### config.mk
export PLATFORM = sky130hd
export DESIGN_NAME = id_decode_skid
export DESIGN_NICKNAME = d
export VERILOG_FILES = /design/src/rtl/id_decode_skid.sv
export SDC_FILE = /design/constraint.sdc
export NUM_CORES = 1
export LEC_CHECK = 0
export CORE_ASPECT_RATIO = 0.7
export CORE_MARGIN = 2
export CORE_UTILIZATION = 45
export CTS_CLUSTER_SIZE = 16
export DETAILED_ROUTE_END_ITERATION = 6
export PLACE_DENSITY_LB_ADDON = 0.3
export SKIP_LAST_GASP = 1
export SLEW_MARGIN = 25
export SYNTH_ARGS = -nofsm -noshare
export SYNTH_HDL_FRONTEND = slang
export SYNTH_SLANG_ARGS = --single-unit
### constraint.sdc
create_clock -name clk -period 4.1 [get_ports clk]
set_input_delay 0.41 -clock clk [delete_from_list [all_inputs] [get_ports clk]]
set_output_delay 0.41 -clock clk [all_outputs]
set_load 0.05 [all_outputs]
### src/rtl/id_decode_skid.sv
// rtl/id_decode_skid.sv - decode-stage register with 2-entry skid buffer and imm-type classification
// Optional: define ID_ILLEGAL_DETECT_EN to flag unlisted opcodes on out_illegal.
module id_decode_skid #(
  parameter int              XLEN         = 32,
  parameter logic [XLEN-1:0] RESET_PC_TAG = 32'h0000_0000
) (
  input  logic            clk,
  input  logic            rst,
  input  logic            in_valid,
  output logic            in_ready,
  input  logic [31:0]     in_instr,
  input  logic [XLEN-1:0] in_pc,
  input  logic            flush,
  output logic            out_valid,
  input  logic            out_ready,
  output logic [24:0]     out_raw_src,
  output logic [3:0]      out_imm_type,
  output logic [4:0]      out_rd,
  output logic [4:0]      out_rs1,
  output logic [4:0]      out_rs2,
  output logic [2:0]      out_funct3,
  output logic [6:0]      out_funct7,
  output logic [6:0]      out_opcode,
  output logic [XLEN-1:0] out_pc,
  output logic            out_illegal
);

  typedef struct packed {
    logic [XLEN-1:0] pc;
    logic [31:0]     instr;
    logic [3:0]      imm_type;
    logic            illegal;
  } entry_t;

  typedef enum logic [1:0] {EMPTY = 2'd0, ONE = 2'd1, FULL = 2'd2} state_t;

  localparam entry_t RESET_ENTRY = '{pc: RESET_PC_TAG, instr: 32'h0, imm_type: 4'b1111, illegal: 1'b0};

  state_t state_q, state_d;
  logic   in_ready_q, in_ready_d;
  entry_t main_q, main_d, skid_q, skid_d;
  entry_t in_entry;
  logic   accept, pop;

  always_comb begin
    in_entry          = '{pc: in_pc, instr: in_instr, imm_type: 4'b1111, illegal: 1'b0};
    case (in_instr[6:0])
      7'b0000011, 7'b0010011, 7'b1100111,
      7'b0001111, 7'b1110011:             in_entry.imm_type = 4'b0000;
      7'b0100011:                         in_entry.imm_type = 4'b0001;
      7'b1100011:                         in_entry.imm_type = 4'b0010;
      7'b1101111:                         in_entry.imm_type = 4'b0011;
      7'b0110111, 7'b0010111:             in_entry.imm_type = 4'b0100;
      7'b0110011:                         in_entry.imm_type = 4'b1111;
`ifdef ID_ILLEGAL_DETECT_EN
      default:                            in_entry.illegal  = 1'b1;
`else
      default:                            in_entry.imm_type = 4'b1111;
`endif
    endcase
`ifdef ID_ILLEGAL_DETECT_EN
    // Every listed opcode ends in 2'b11, so compressed encodings are already caught above.
    if (in_instr[1:0] != 2'b11) in_entry.illegal = 1'b1;
`endif
  end

  assign accept    = in_valid && in_ready_q;
  assign out_valid = (state_q != EMPTY);
  assign pop       = out_valid && out_ready;
  assign in_ready  = in_ready_q;

  always_ff @(posedge clk or posedge rst) begin
    if (rst) begin
      state_q    <= EMPTY;
      in_ready_q <= 1'b1;
      main_q     <= RESET_ENTRY;
      skid_q     <= RESET_ENTRY;
    end else begin
      state_q    <= state_d;
      in_ready_q <= in_ready_d;
      main_q     <= main_d;
      skid_q     <= skid_d;
    end
  end

  always_comb begin
    state_d = state_q;
    case (state_q)
      EMPTY:   if (accept) state_d = ONE;
      ONE: begin
        if (accept && !pop)      state_d = FULL;
        else if (!accept && pop) state_d = EMPTY;
      end
      FULL:    if (pop) state_d = ONE;
      default: state_d = EMPTY;
    endcase
    // A redirect discards everything, including the word offered this cycle.
    if (flush) state_d = EMPTY;
  end

  always_comb begin
    main_d     = main_q;
    skid_d     = skid_q;
    in_ready_d = (state_d != FULL);
    case (state_q)
      EMPTY: if (accept) main_d = in_entry;
      ONE: begin
        if (accept && pop) main_d = in_entry;
        else if (accept)   skid_d = in_entry;
      end
      FULL:    if (pop) main_d = skid_q;
      default: main_d = main_q;
    endcase
  end

  assign out_raw_src  = main_q.instr[31:7];
  assign out_imm_type = main_q.imm_type;
  assign out_rd       = main_q.instr[11:7];
  assign out_rs1      = main_q.instr[19:15];
  assign out_rs2      = main_q.instr[24:20];
  assign out_funct3   = main_q.instr[14:12];
  assign out_funct7   = main_q.instr[31:25];
  assign out_opcode   = main_q.instr[6:0];
  assign out_pc       = out_valid ? main_q.pc : RESET_PC_TAG;
  assign out_illegal  = main_q.illegal;

endmodule

Figure 1. Placed cells, one color a class.
Fill, decap, tap and diode cells in gray.
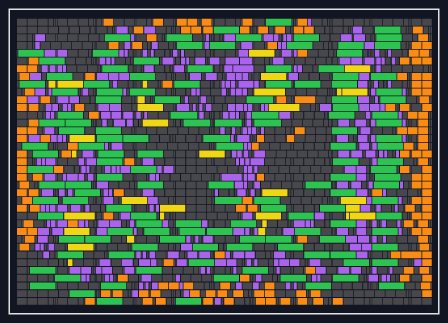
| color | class | cells | share of their area |
|---|---|---|---|
| yellow | clock drivers and dummy loads | 32 | 7.1% |
| green | sequential cells | 139 | 42% |
| orange | remaining buffers and delay cells | 169 | 20% |
| purple | remaining logic cells | 357 | 31% |
num rows: 37
Finished Core Util: 58.5%
fin area: 8590 um^2
core area: 14,700 um^2
fraction of area in registers: 40.6%

Figure 2. Met3 routing.
Bar = 50 um.
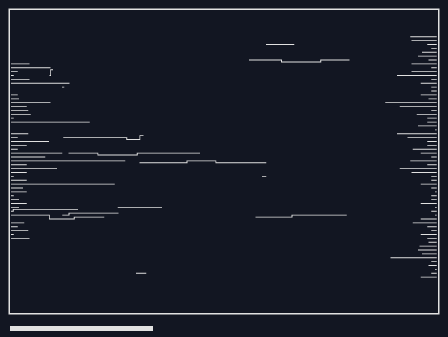
main direction: horizontal
share of all routed wire: 6.9%
wire length on this layer: 928 um
longest straight run: 39.8 um
total number of vias: 4,342
WL final: 13,400 um
met3 GRT Util: 5.67%

==> GITHUB_STEP_SUMMARY <==
## PnR job results

| Metric | Value |
|---|---|
| DRC | `0` |
| Total clock sinks | `approximately 140` |
| Reg area | `~3500 um^2` |
| Reg with most FFs | `skid_q` |
| Number of enable flip-flop cells | `0` |
| Tool Warnings | `30` |
| Min-Delay Path Class | `flop to flop` |
| Total congestion overflow | `0` |
| Clk latency late pin | `between 0.4 and 0.5 ns` |
| Max-slew violation count | `0` |
| Tmin final | `between 2 and 3 ns` |
| Internal | `~3.2 mW` |
| Yosys Chip Area | `6730 um^2` |
| Layout cells sized above 1 | `about 9%` |
| # port buffers | `approximately 160` |
| Post_cts resized | `0` |
| Fillcell total | `1,186` |
| Gpl congestion | `between 0.7 and 0.8` |
| CP Launch Type | `flop` |
| Max clock buf depth | `2` |
| Power, Total | `4.68 mW` |
| Synth cell types | `35` |
| Clock Power Share | `32.8%` |
| Max cap viols | `0` |
| Max reg flops | `around 70` |
| Fin cells | `892` |
| H-tree depth | `4` |
| DRT antenna net count | `0` |
| First DRT Iteration DRCs | `198` |
| Yosys cell count | `just under 600` |
| Synthesis warning total | `0` |
| Most instantiated logic cell after routing | `clkdlybuf4s50_1` |
| Root buf cell | `clkbuf_16` |
| Synth Net Count | `between 600 and 700` |
| Overall routing resource usage | `17.8%` |
| Most frequent cells in the layout | `clkdlybuf4s50_1 (163), dfrtp_1 (130), nand2_1 (71)` |
| Final WS setup | `1.29 ns` |
| Worst-path fanout max | `33` |
| Fin crit share | `68.4%` |
| Flops after synth | `approximately 140` |
| Via density | `4.87` |
| Net Switching | `1.52 mW` |
| P&R area growth vs syn | `27.7%` |
| Setup_tns | `0 ns` |
| Hold_sp | `out_imm_type[1]` |
| Post-Syn Area per Cell | `11.3 um^2` |
| Reg power frac | `around two fifths` |
| Final setup vio count | `0` |
| Comb pwr share | `27.3%` |
| Top cells by area | `dfrtp_1 (48%), mux2_1 (10%), mux2i_1 (9.5%)` |
| Dominant register cell | `dfrtp_1` |
| DIE AREA | `16,000 um^2` |
| Io pins | `165` |
| FFs w/ async S/R, synth | `100%` |
| Place WS | `1.58 ns` |
| Total setup buffers inserted after CTS | `0` |
| Pin count of the biggest net entering global routing | `roughly 140` |
| Sw Share | `32.5%` |
| CP Launch Point | `state_q[1]` |
| Worst EP arrival | `2.40 ns` |
| DR pass1 iterations | `4` |
| Post-synth top area cell | `dfrtp_1` |
| Worst hold endpoint | `out_imm_type[1]` |
| # diodes | `0` |
| Die Width | `between 150 and 200 um` |
| Worst reg2reg path depth | `4` |
| Slew @ Worst Pin | `0.817 ns` |
| R2R Path Start | `state_q[0]` |
| Synthesized cell area | `approximately 6700 um^2` |
| HPWL after DPL | `a little under 9000 um` |
| Status | `completed` |
| Synth top area share | `around half` |
| Die Ht | `106 um` |
| Clock slew at reported path FFs | `~0.060 ns` |
| Cell Area, Placed | `8000 um^2` |
| Placed insts | `860` |
| Core Density at Floorplan | `45.8%` |
| Fin Hold WS | `0.466 ns` |
| Initial antenna violation count | `0` |
| R2R setup slack | `1.88 ns` |
| First-pass GRT wire length | `between 20,000 and 25,000 um` |
| WL/cell | `approximately 15 um` |
| Maximum vdd drop | `approximately 0.00028 V` |
| Vias in the first global route | `4,449` |
| Crit end category | `output pin` |
| TritonCTS clock tree | `yes` |
| Hold_buf cts | `0` |
| Final nets | `753` |
| Comb gate area | `2540 um^2` |
| Relative slew margins | `45.5%` |
| CP Data Required Time | `between 3 and 4 ns` |
| Hold Crit Depth | `2` |
| Post-Synthesis Cells | `roughly 600` |
| RR Endpoint | `out_raw_src[2]` |
| Final hold vios | `0` |
| Pleak | `3.95 nW` |
| Highest Clock Rate | `between 300 and 400 MHz` |
| Crit path kind | `flop to output pin` |
| Crit path capture | `out_pc[17]` |
Figure 3. Met2 routing.
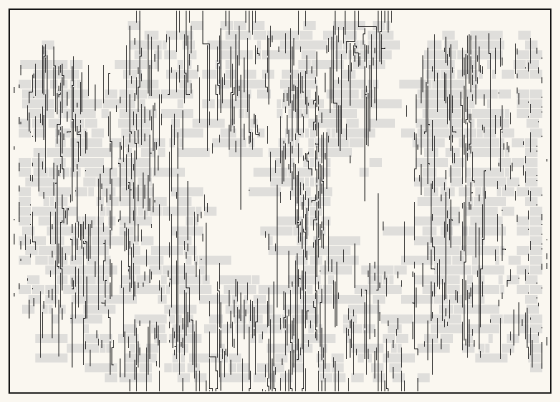
wire length on this layer: 6,050 um
share of all routed wire: 45%
longest straight run: 46.6 um
M2 GR Usage: 27.4%

-- power by group through the flow --
stage / combinational, mW / sequential (mW) / clock, mW
4_1_cts: 1.30 / 1.87 / 1.56
3_5_place_dp: 1.29 / 1.89 / 0
3_3_place_gp: 1.26 / 1.86 / 0
6_report: 1.28 / 1.86 / 1.53
2_1_floorplan: 1.04 / 1.83 / 0
5_1_grt: 1.37 / 1.91 / 1.62
-- routing by layer --
layer / track usage (%) / share of wire [%] / up-vias / routed length [um]
met1: 24.1 / 47 / 2070 / 6290
li1: - / - / 2136 / -
met4: 5.46 / 0.88 / 0 / 118
met5: 0 / 0 / - / 0
met3: 5.67 / 6.9 / 10 / 928
met2: 27.4 / 45 / 126 / 6050
-- synthesized netlist by cell type, drive strengths merged (2+ instances only) --
library cell,instances
dfstp,9
dfrtp,130
nor2,16
nand3b,2
inv,4
clkbuf,9
nor3b,3
nor3,4
o21ai,68
nand2,71
a31oi,2
nor2b,34
nand2b,2
mux2i,64
buf,92
nand3,6
a21oi,7
mux2,64
-- worst max-delay path: stages, from the launching register on --
cell and delay (ns):
dfrtp_1 0.56, nor2_2 0.05, buf_4 0.25, nor2b_1 0.26, clkdlybuf4s50_1 0.86
-- cell type report --
type	instances	area share (%)
clock buffer	19	5.16
clock inverter	13	1.75
inverter	4	0.219
multi-input combinational	353	29.6
sequential	139	40.6
tap	195	2.84
timing repair buffer	169	19.8
-- logic make-up after synthesis --
| family | Yosys count | share of synthesized area [%] |
|---|---|---|
| flip-flops | 139 | 51.9 |
| AND-OR/OR-AND | 82 | 6.73 |
| XOR/XNOR | 1 | 0.130 |
| AND/OR/NAND/NOR | 141 | 10.3 |
| buffers and inverters | 105 | 10.6 |
| multiplexers | 128 | 20.2 |
| other | 1 | 0.0558 |
Power and IR drop assume default switching activity.
